**Clock wires, drivers and flops**

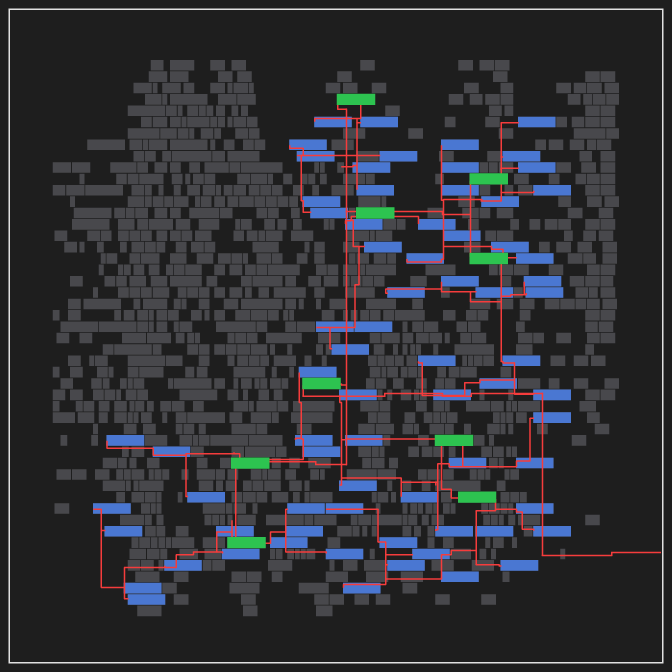
**The clock network**

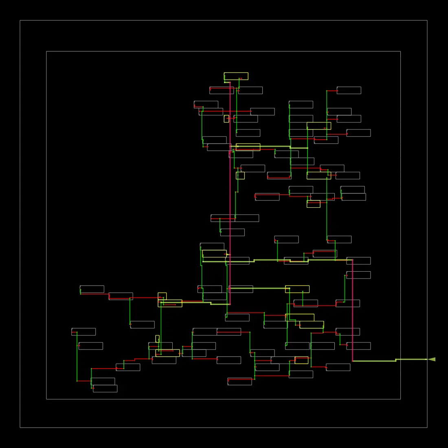
**The metal 4 layer**

Scale bar: 50 um.
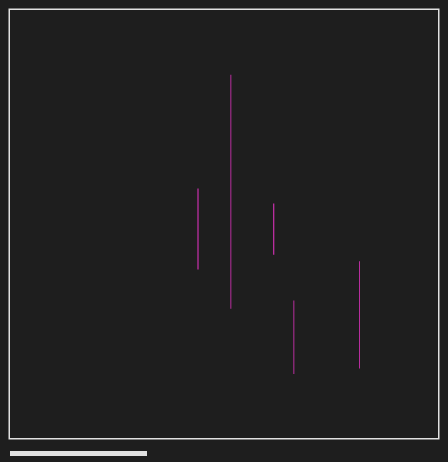
**Drive-strength map**

Scale bar: 50 um.
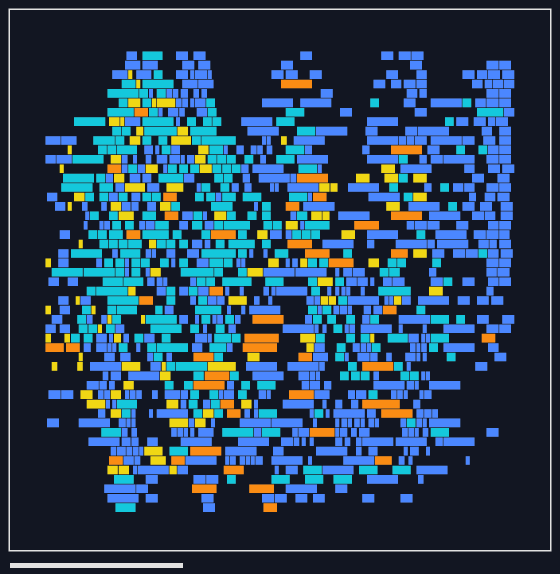
### src/rtl/encode_match_ctl.sv
// LZF encode match controller: classifies each input byte as literal or hash hit,
// extends hits against the history buffer and hands out one token at a time.
//
// state  | meaning
// IDLE   | waiting for the first byte of a stream
// CHECK  | testing each byte's hash candidate; misses become literal tokens
// EXTEND | following a hit through history, growing len per matching byte
// EMIT   | match token out, literal for the breaking byte waits behind it
// DONE   | end of stream; drains the token register, then flags done
module encode_match_ctl #(
  parameter int LZF_WIDTH = 20,
  parameter int MAX_LEN   = 255
) (
  input  logic                 clk,
  input  logic                 rst,
  input  logic [7:0]           data,
  input  logic                 data_valid,
  input  logic                 data_empty,
  input  logic [7:0]           hash_data,
  input  logic [7:0]           hash_data1,
  input  logic [LZF_WIDTH-1:0] hash_ref,
  input  logic [7:0]           data_d1,
  input  logic [7:0]           data_d2,
  input  logic [LZF_WIDTH-1:0] iidx,
  input  logic [7:0]           hdata,
  input  logic                 tok_full,
  output logic [10:0]          hraddr,
  output logic                 stall,
  output logic                 tok_valid,
  output logic                 tok_type,
  output logic [7:0]           tok_lit,
  output logic [10:0]          tok_off,
  output logic [7:0]           tok_len,
  output logic                 done
);

  typedef enum logic [2:0] {IDLE, CHECK, EXTEND, EMIT, DONE} state_t;

  localparam logic [7:0] MAX_LEN_B = 8'(MAX_LEN);

  state_t               state;
  logic [7:0]           len;
  logic [10:0]          off;
  logic [7:0]           lit_pend;
  logic                 eos_pend;

  logic [LZF_WIDTH-1:0] off_full;
  logic                 hit;
  logic                 act;
  logic                 tok_take;
  logic                 ext_match;
  logic [7:0]           len_inc;

  logic                 ld;
  logic                 ld_type;
  logic [7:0]           ld_lit;
  logic [10:0]          ld_off;
  logic [7:0]           ld_len;

  // Offsets wrap modulo the index width; only 1..2047 fits the 11-bit window.
  assign off_full  = iidx - hash_ref;
  assign hit       = ({hash_data1, hash_data} == {data_d2, data_d1}) &&
                     (off_full != '0) && ((off_full >> 11) == '0);
  assign stall     = (tok_valid && tok_full) || (state == EMIT) || (state == DONE);
  assign act       = data_valid && !stall;
  assign tok_take  = tok_valid && !tok_full;
  assign ext_match = (hdata == data);
  assign len_inc   = len + 8'd1;

  always_comb begin
    ld      = 1'b0;
    ld_type = 1'b0;
    ld_lit  = 8'd0;
    ld_off  = 11'd0;
    ld_len  = 8'd0;
    case (state)
      IDLE, CHECK: begin
        if (act) begin
          // A hit arriving with end-of-stream is flushed as a two-byte match.
          ld      = !hit || data_empty;
          ld_type = hit;
          ld_lit  = hit ? 8'd0 : data_d1;
          ld_off  = hit ? off_full[10:0] : 11'd0;
          ld_len  = hit ? 8'd2 : 8'd0;
        end
      end
      EXTEND: begin
        if (act) begin
          ld      = !ext_match || (len_inc == MAX_LEN_B) || data_empty;
          ld_type = 1'b1;
          ld_off  = off;
          ld_len  = ext_match ? len_inc : len;
        end else if (data_empty && !stall) begin
          ld      = 1'b1;
          ld_type = 1'b1;
          ld_off  = off;
          ld_len  = len;
        end
      end
      EMIT: begin
        if (tok_take) begin
          ld     = 1'b1;
          ld_lit = lit_pend;
        end
      end
      default: ;
    endcase
  end

  always_ff @(posedge clk or negedge rst) begin
    if (!rst) begin
      state     <= IDLE;
      len       <= 8'd0;
      off       <= 11'd0;
      lit_pend  <= 8'd0;
      eos_pend  <= 1'b0;
      hraddr    <= 11'd0;
      tok_valid <= 1'b0;
      tok_type  <= 1'b0;
      tok_lit   <= 8'd0;
      tok_off   <= 11'd0;
      tok_len   <= 8'd0;
      done      <= 1'b0;
    end else begin
      if (ld) begin
        tok_valid <= 1'b1;
        tok_type  <= ld_type;
        tok_lit   <= ld_lit;
        tok_off   <= ld_off;
        tok_len   <= ld_len;
      end else if (tok_take) begin
        tok_valid <= 1'b0;
      end

      case (state)
        IDLE, CHECK: begin
          if (act) begin
            if (hit) begin
              off    <= off_full[10:0];
              len    <= 8'd2;
              hraddr <= hash_ref[10:0] + 11'd2;
              state  <= data_empty ? DONE : EXTEND;
            end else begin
              state  <= data_empty ? DONE : CHECK;
            end
          end else if (data_empty && !stall) begin
            state <= DONE;
            if (!tok_valid || tok_take) done <= 1'b1;
          end
        end
        EXTEND: begin
          if (act) begin
            if (ext_match) begin
              len    <= len_inc;
              hraddr <= hraddr + 11'd1;
              if (data_empty)                  state <= DONE;
              else if (len_inc == MAX_LEN_B)   state <= CHECK;
            end else begin
              lit_pend <= data;
              eos_pend <= data_empty;
              state    <= EMIT;
            end
          end else if (data_empty && !stall) begin
            state <= DONE;
          end
        end
        EMIT: begin
          if (tok_take) state <= eos_pend ? DONE : CHECK;
        end
        DONE: begin
          if (!tok_valid || tok_take) done <= 1'b1;
        end
        default: state <= IDLE;
      endcase
    end
  end

endmodule

### config.mk
export PLATFORM = sky130hd
export DESIGN_NAME = encode_match_ctl
export DESIGN_NICKNAME = d
export VERILOG_FILES = /design/src/rtl/encode_match_ctl.sv
export SDC_FILE = /design/constraint.sdc
export NUM_CORES = 1
export LEC_CHECK = 0
export CORE_MARGIN = 10
export CORE_UTILIZATION = 30
export DETAILED_ROUTE_END_ITERATION = 10
export PLACE_DENSITY = 0.52
export RECOVER_POWER = 50
export SLEW_MARGIN = 20
export SYNTH_ARGS = -nofsm -noshare
export SYNTH_HDL_FRONTEND = slang
export SYNTH_SLANG_ARGS = --single-unit
export TNS_END_PERCENT = 5
### constraint.sdc
create_clock -name clk -period 2.8 [get_ports clk]
set_input_delay 0.84 -clock clk [delete_from_list [all_inputs] [get_ports clk]]
set_output_delay 0.84 -clock clk [all_outputs]
set_load 0.05 [all_outputs]
==> flow_summary.json <==
{
  "cp_cell_sequence": "dlygate4sd2_1 > inv_2 > ha_4 > a21oi_4 > buf_4 > o21ai_4 > or4_1 > o32ai_2 > a21oi_2 > buf_4 > a2111oi_4 > nand3_4 > buf_12 > or3b_1 > nand3_1",
  "worst-slew-pin-transition_ps": 1910,
  "area_leaders": "dfrtp_1, xnor2_1, mux2_4, ha_1, a21oi_1",
  "whs_endpoint": "done",
  "r2r_end": "hraddr[0]",
  "finalSetupViolations": 62,
  "cp-start-kind": "input port",
  "hold-worst-slack_ps": 479,
  "edf_count": 0,
  "cts_tree": "built",
  "first_pass_iters": 4,
  "nets": 1074,
  "synth_cells": 636,
  "worstPathMaxFanout": 5,
  "drc": 0,
  "crit_top_cell": "buf_4",
  "syn2layout_area_growth_pct": 78.3,
  "ys_seq_share_pct": 32.5,
  "chipHeight_um": 156,
  "setup_ws_ps": -726,
  "post-route-period-util_pct": 126,
  "std_cell_rows": 49,
  "crit_family": "simple AND/OR/NAND/NOR gates",
  "drive_above_1_share_pct": 41.4,
  "synth_warnings": 0,
  "avgSynthCellArea_sq_um": 8.73,
  "die_x_um": 156,
  "cts.clk_slew.worst_paths_ps": 60,
  "tns_ps": -37410,
  "first_global_vias": 6453,
  "crit_type": "in2reg",
  "min-delay-start": "done",
  "die_area_sq_um": 24300,
  "synth.distinct_cells": 75,
  "fp_util_pct": 30.7,
  "cap_viol_max_count": 1,
  "yosys.area_share.aoi_pct": 22.8,
  "hold_path_depth": 1,
  "crit_path_end_kind": "register",
  "critPathBufInv": 5,
  "ios": 135,
  "ctsHoldBuffers": 0,
  "io_buffers": 134,
  "grt_pass1_wl_mm": 32.5,
  "outcome": "complete, but fails checks",
  "simple_gate_share_pct": 19.2,
  "rsz0062_at_grt": "yes",
  "violations": "max-capacitance violations, max-slew violations, negative setup slack",
  "ys_sh_xor_pct": 6.94,
  "min_path_type": "reg2reg",
  "synth_area_sq_um": 5550,
  "fmax_mhz": 284,
  "timing.final.max_slew_violations": 34,
  "wl_per_cell_um": 17.0,
  "cts_htree_levels": 3,
  "grt.overflow.total": 0,
  "synth-async-reset-ratio_pct": 100,
  "critPathSlowestCell": "or4_1",
  "warnings": 30,
  "yosys_cells": 636,
  "critical_path_required_ps": 3080,
  "clockRootBuffer": "clkbuf_16",
  "rrSetupSlack_ps": -140,
  "peakVddDrop_mv": 0.311,
  "ff_type": "dfrtp_1",
  "wl_mm": 20.3,
  "crit-reg2reg-launch": "state[2]",
  "max_stage_delay_ps": 420,
  "drt-initial-drc-count": 329,
  "post-route-util_pct": 54.7,
  "finalHoldViolCount": 0,
  "synthesis.nets": 753,
  "slew_headroom_pct": -27.0,
  "via_per_inst": 5.10,
  "power_density_nw_per_um2": 434,
  "grt_max_degree": 41,
  "ys_seq_elements": 72,
  "synth_top_cell_by_area": "dfrtp_1",
  "top_area_share_pct": 32.5,
  "place_area_sq_um": 8610,
  "grt_util_all_layers_pct": 16.2,
  "core_area_sq_um": 18100,
  "clockBufferDepth": 2,
  "layout_min_cycle_time_ps": 3530
}
About 'clock wires, drivers and flops':
[clock drivers] green | count: 9
[clock wires] red | length: 1,160 um
[flip-flops] blue | count: 72
routed clock nets	10
Late-Pin Clk Latency: 340 ps
clock power share: 28.1%
clock-net power: 1.21 mW

About 'the clock network':
clock sink count: 72
CTS Buf Count: 9

About 'the metal 4 layer':
share of all routed wire	0.98%
main direction	vertical
wire length on this layer	198 um
nets with wire on the layer	5
longest straight run	85.0 um

About 'drive-strength map':
size	colour	cells	most used
_2 cells	yellow	92	inv_2
_3 and _4 cells	cyan	261	buf_4
_0 and _1 cells	blue	564	clkdlybuf4s50_1
_6 and larger	orange	45	buf_6

## final cells by class
type	count	area, sq um
clock inverters	4	52.6
inverters	41	181
flip-flops and latches	72	1800
well taps	229	287
repair buffers	335	3030
clock buffers	12	256
multi-input cells	498	4290
fillers	1602	8190
## flip-flops by register name (all words and copies together) (netlist names)
signal / count
tok_type: 1
state: 3
len: 8
tok_len: 8
eos_pend: 1
tok_valid: 1
lit_pend: 8
done: 1
tok_lit: 8
off: 11
hraddr: 11
tok_off: 11
## how the worst max path moves through the flow
stage / startpoint / depth (start not counted) / endpoint
after floorplan: iidx[1] / 11 / tok_len[0]
after global placement: iidx[0] / 16 / tok_off[4]
after detailed placement: iidx[0] / 16 / tok_off[3]
after CTS: iidx[0] / 18 / off[10]
after global routing: hash_ref[8] / 15 / hraddr[0]
final: hash_ref[8] / 15 / hraddr[0]
## power breakdown
group,switching (mW),internal (mW)
Clock,0.465,0.741
Combinational,0.958,0.960
Sequential,0.0563,1.11
## cell usage in the layout, fill, tap and decap left out, drive strengths merged, types with 4 or more instances in the layout
cell type	n
dfrtp	72
a221o	9
nand4	14
o22ai	9
a21o	6
xor2	6
or3	7
buf	207
ha	23
and4	4
nor3	9
o21ba	5
dlymetal6s2s	8
and2	13
nand2b	8
nand3	20
xnor2	38
nand2	55
clkbuf	19
and3	11
a2bb2oi	4
inv	40
clkinv	4
o21ai	44
o21a	7
mux2	31
dlygate4sd2	15
a21oi	54
nor2	50
a31oi	13
or2	4
clkdlybuf4s50	98
## through the flow
step	power, mW	setup slack [ps]	instances
2_1_floorplan	2.04	-645	636
3_3_place_gp	2.83	-1470	1143
3_5_place_dp	2.85	-1530	1143
4_1_cts	4.27	-771	1179
5_1_grt	4.50	-827	1191
6_report	4.29	-726	1191
## metal layers
metal	track usage, %	up-vias	wire, um
met2	28.0	152	9950
met4	4.36	0	197
met3	3.75	13	1110
li1	-	2960	-
met1	19.7	2949	9040
met5	0	-	0
## synth_stat cells (3+ instances only)
library cell and n:
o31ai_1 3, nor4_1 3, o21ba_2 5, o21ai_0 41, nand2_1 54, nand3_1 19
o21ai_1 3, a31oi_1 11, o211ai_1 3, xnor2_1 38, inv_1 41, mux2_4 20
a2bb2oi_1 4, buf_2 9, nor2_1 50, nand2b_1 8, and2_1 13, nor3_1 8
xor2_1 6, or2_2 4, dfrtp_1 72, ha_1 23, mux2_2 10, clkbuf_1 13
o21a_1 7, a21oi_1 53, o22ai_1 7, nand4_1 14, or3_1 7, mux2i_1 3
a221o_1 9, and3_1 11, a21o_1 6, and4_1 4
## repair_timing
action	CTS	global route
pin swaps	61	40
buffers inserted	17	17
cloned	4	0
endpoints found under the setup margin	62	62
gates resized	146	99
## worst reg2reg max path, stage by stage, from the launching register on
cell and delay, ps:
dfrtp_1 500, nor2b_2 120, a221oi_4 340, nand2_2 150, or3_1 420, a2111oi_4 450, nand3_4 250, buf_12 210
or3b_1 350, nand3_1 80
## cell families (layout without fill, tap and decap cells)
family                     Yosys count  count (layout)
and+or+nand+nor                    210             210
AOI/OAI and AO/OA                  186             186
DFF                                 72              72
buffers and inverters               66             392
xor gates and xnor gates            44              44
muxes                               34              34
adders and majority gates           24              24
Power is estimated from default activity; no workload was simulated.
